$ cat src/rtl/pipelined_multiplier_hs.sv
// Pipelined multiplier with valid/ready handshake on both sides.
// The full 2*WIDTH-bit product is formed on the capture edge and then
// travels with its tag through STAGES registered stages. Each stage has
// its own valid bit; empty stages absorb bubbles so a stalled output only
// blocks the input once every stage is occupied.
module pipelined_multiplier_hs #(
  parameter int WIDTH  = 8,
  parameter int STAGES = 3,
  parameter int TAG_W  = 4
) (
  input  logic                             clk,
  input  logic                             reset,
  input  logic                             in_valid,
  output logic                             in_ready,
  input  logic [WIDTH-1:0]                 a,
  input  logic [WIDTH-1:0]                 b,
  input  logic                             signed_mode,
  input  logic [TAG_W-1:0]                 in_tag,
  output logic                             out_valid,
  input  logic                             out_ready,
  output logic [2*WIDTH-1:0]               product,
  output logic [TAG_W-1:0]                 out_tag,
  output logic [$clog2(STAGES+1)-1:0]      occupancy
);

  localparam int OCC_W = $clog2(STAGES + 1);
  localparam int PW    = 2 * WIDTH;

  logic [STAGES-1:0] vld_q, vld_d;
  logic [STAGES-1:0] ld;
  logic [PW-1:0]     prod_q [STAGES];
  logic [PW-1:0]     prod_d [STAGES];
  logic [TAG_W-1:0]  tag_q  [STAGES];
  logic [TAG_W-1:0]  tag_d  [STAGES];
  logic [OCC_W-1:0]  occ_q, occ_d;
  logic              accept;
  logic              xfer;

  // Exact product: operands are widened to the result width (sign- or
  // zero-extended by mode) so the truncated signed product is exact.
  function automatic logic [PW-1:0] mul_full(input logic [WIDTH-1:0] x,
                                             input logic [WIDTH-1:0] y,
                                             input logic             sgn);
    logic signed [PW-1:0] xe;
    logic signed [PW-1:0] ye;
    logic signed [PW-1:0] p;
    xe = sgn ? {{WIDTH{x[WIDTH-1]}}, x} : {{WIDTH{1'b0}}, x};
    ye = sgn ? {{WIDTH{y[WIDTH-1]}}, y} : {{WIDTH{1'b0}}, y};
    p  = xe * ye;
    return p;
  endfunction

  // Load enables: a stage may take new contents when it is empty or
  // everything downstream of it is moving; the last stage moves on out_ready.
  always_comb begin
    logic go;
    ld = '0;
    go = out_ready;
    for (int k = STAGES - 1; k >= 0; k--) begin
      go    = go | ~vld_q[k];
      ld[k] = go;
    end
  end

  assign in_ready  = ld[0] & ~reset;
  assign accept    = in_valid & in_ready;
  assign out_valid = vld_q[STAGES-1];
  assign xfer      = out_valid & out_ready;
  assign product   = out_valid ? prod_q[STAGES-1] : '0;
  assign out_tag   = out_valid ? tag_q[STAGES-1]  : '0;
  assign occupancy = occ_q;

  // Next-state: capture into stage 0, shift loaded stages, track occupancy.
  always_comb begin
    vld_d  = vld_q;
    prod_d = prod_q;
    tag_d  = tag_q;
    occ_d  = occ_q;
    // stage 0: capture boundary, product formed here
    if (ld[0]) begin
      vld_d[0]  = accept;
      prod_d[0] = mul_full(a, b, signed_mode);
      tag_d[0]  = in_tag;
    end
    // stages 1..STAGES-1: transport boundaries
    for (int k = 1; k < STAGES; k++) begin
      if (ld[k]) begin
        vld_d[k]  = vld_q[k-1];
        prod_d[k] = prod_q[k-1];
        tag_d[k]  = tag_q[k-1];
      end
    end
    if (accept && !xfer) begin
      occ_d = occ_q + OCC_W'(1);
    end else if (xfer && !accept) begin
      occ_d = occ_q - OCC_W'(1);
    end
  end

  // Control state: valid bits and occupancy, cleared by reset.
  always_ff @(posedge clk) begin
    if (reset) begin
      vld_q <= '0;
      occ_q <= '0;
    end else begin
      vld_q <= vld_d;
      occ_q <= occ_d;
    end
  end

  // Datapath registers: no reset, outputs are masked by the valid bit.
  always_ff @(posedge clk) begin
    for (int k = 0; k < STAGES; k++) begin
      prod_q[k] <= prod_d[k];
      tag_q[k]  <= tag_d[k];
    end
  end

endmodule

$ cat config.mk
export PLATFORM = sky130hd
export DESIGN_NAME = pipelined_multiplier_hs
export DESIGN_NICKNAME = d
export VERILOG_FILES = /design/src/rtl/pipelined_multiplier_hs.sv
export SDC_FILE = /design/constraint.sdc
export NUM_CORES = 1
export LEC_CHECK = 0
export ABC_AREA = 1
export CORE_ASPECT_RATIO = 0.6
export CORE_MARGIN = 2
export CORE_UTILIZATION = 54
export CTS_CLUSTER_SIZE = 30
export DETAILED_ROUTE_END_ITERATION = 8
export GPL_TIMING_DRIVEN = 0
export PLACE_DENSITY_LB_ADDON = 0.12
export SYNTH_ARGS = -nofsm -noshare
export SYNTH_HDL_FRONTEND = slang
export SYNTH_SLANG_ARGS = --single-unit
$ cat constraint.sdc
create_clock -name clk -period 5.8 [get_ports clk]
set_input_delay 0.87 -clock clk [delete_from_list [all_inputs] [get_ports clk]]
set_output_delay 0.87 -clock clk [all_outputs]
set_load 0.01 [all_outputs]
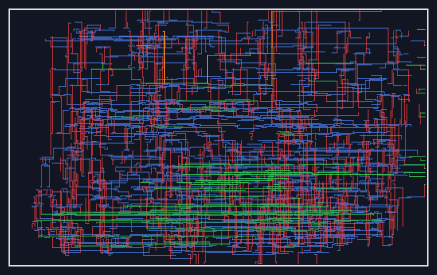
metal_stack.png
legend:
  met2:
    colour: red
    wire_length: 5580 microns
  met4:
    colour: orange
    wire_length: 68.7 microns
  met3:
    colour: green
    wire_length: 1430 microns
  met1:
    colour: blue
    wire_length: 6850 microns
via count: 4572
WL/cell: 14.67 microns
All-Layer GR Usage: 0.2443

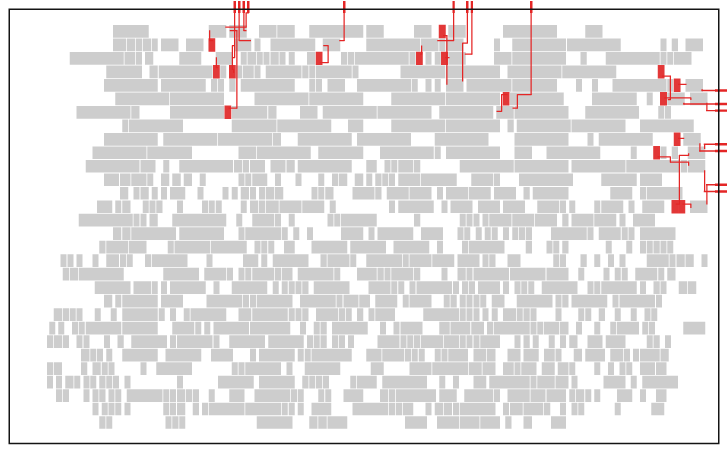
port_nets.png
legend:
  `product`:
    colour: red
    direction: output
    end_cells: 16
    wire: 219 microns
IO buf count: 37
Ports: 49

==> results.toml <==
# generated from flow reports
[status]
outcome = "completed"

[hold_path]
hold-path-endpoint = "tag_q[2]"
worstHoldStart = "tag_q[6]"
hp-class = "reg2reg"

[placed_design]
dpl.hpwl_mm = 11.13
placed_cells = 915

[power]
powerDensity_nw_per_um2 = 403.3
total_power_mw = 3.006
leakage_nw = 4.126

[run]
warnings = 26
max-cap-violations = 0

[synthesis]
top_area_frac = 0.2887
syn_area_sq_um = 6241
top_logic_kind = "adder cells"
synth_seq_share = 0.3047
largest_area_cell = "edfxtp_1"
top_cells_by_count = "inv_1, nand2_1, fa_1, ha_1, edfxtp_1"
fa_ha_area_frac = 0.3436
synth.distinct_cells = 27
aoi_share = 0.02747
ys_area_sq_um = 6241
syn_nets = 873
numSynthFlops = 65
synth_dominant_cell_count = "inv_1"
ys_async_sr_fraction = 0
muxShareOfSynthArea = 0
area_leaders = "edfxtp_1, fa_1, inv_1"
synth_warnings = 0
avgSynthCellArea_sq_um = 8.692

[global_route]
grt_max_degree = 23
grt_pass1_vias = 4635

[finish]
diodes = 0
layout_top_cell = "inv_1"
logic_area_sq_um = 3553
stdcell_area_sq_um = 7453
final_cell_mix = "inv_1, nand2_1, fa_1"
flop_area_sq_um = 1902
finish.net_count = 939

[route]
wl_mm = 13.93
drt-pass1-iter-count = 4
via_per_inst = 4.818
met3_length_mm = 1.433
drtIter0Drc = 305
top_layer = "met4"
drt-met1-wl_mm = 6.847

[final_timing]
max_freq_mhz = 177.6
finalSetupViolCount = 0
fin_tns_setup_ns = 0
slew_headroom = 0.3705
fin_ws_ns = 0.1708
hold_slack_ns = 0.4117
slew_violations = 0
worst_clock_skew_ns = 0.005383

[floorplanning]
core.rowCount = 30
coreArea_sq_um = 11300
die_width_microns = 142.8
fp_util = 0.5524

[worst_setup_path]
worst_r2r_startpoint = "vld_q[2]"
cp-end-kind = "register"
worst-r2r-cell-count = 11
cp.required_ns = 5.87
startpoint = "a[0]"
worstPathMaxFanout = 4
worstReg2RegEnd = "occupancy[1]"
cp-start-kind = "input pin"
worst-setup-path-type = "in2reg"

[cts]
ctsHtreeMaxLevel = 3
cts_root_buffer = "clkbuf_16"
clk_pin_slew_ns = 0.05
==> final cells by class <==
type | instances | share of cell area
Buffer | 18 | 0.01662
Multi-Input combinational cell | 407 | 0.4768
Clock inverter | 4 | 0.005875
Inverter | 229 | 0.1168
Timing Repair Buffer | 54 | 0.07017
Sequential cell | 65 | 0.2552
Clock buffer | 12 | 0.03173
Tap cell | 160 | 0.02686
==> where the power goes <==
group | leakage, nW | switching (mW) | internal, mW
registers | 0.680 | 0.0421 | 0.761
clock network | 0.138 | 0.169 | 0.329
logic | 3.31 | 1.01 | 0.691
total | 4.13 | 1.23 | 1.78
==> registers in the layout, indices dropped and copies added, names as in the netlist <==
name	count
occupancy	2
vld_q	3
tag_q	12
prod_q	48
==> logic make-up after synthesis <==
kind of cell             count (synthesis)
buffers and inverters                  247
AND/OR/NAND/NOR                        227
adder cells (fa/ha/maj)                130
flip-flops                              65
AND-OR/OR-AND                           31
XOR/XNOR                                18
==> metal layers <==
metal,track usage,up-vias
li1,-,2244
met1,0.3656,2159
met2,0.3422,161
met3,0.09896,8
met4,0.03330,0
met5,0,-
==> critical path, stage by stage <==
cell	delay [ns]
clkdlybuf4s50_1	0.50
buf_6	0.12
inv_1	0.06
nor2_4	0.08
inv_1	0.08
nor2_4	0.14
nor3_1	0.08
ha_1	0.21
or2_2	0.31
ha_1	0.20
inv_1	0.10
fa_1	0.45
fa_1	0.56
fa_1	0.42
fa_1	0.50
inv_1	0.06
ha_4	0.28
inv_1	0.07
nor3_2	0.21
nand3_1	0.13
nand3_2	0.09
inv_1	0.04
nand3_1	0.06
nand2_1	0.06
==> repair_timing <==
action | in CTS | in global routing
pin swaps | 9 | 18
gates cloned | 0 | 1
setup endpoints to repair | 5 | 5
gates resized | 33 | 45
hold buffers | 0 | 0
setup buffers | 9 | 8
Power is estimated from default activity; no workload was simulated.
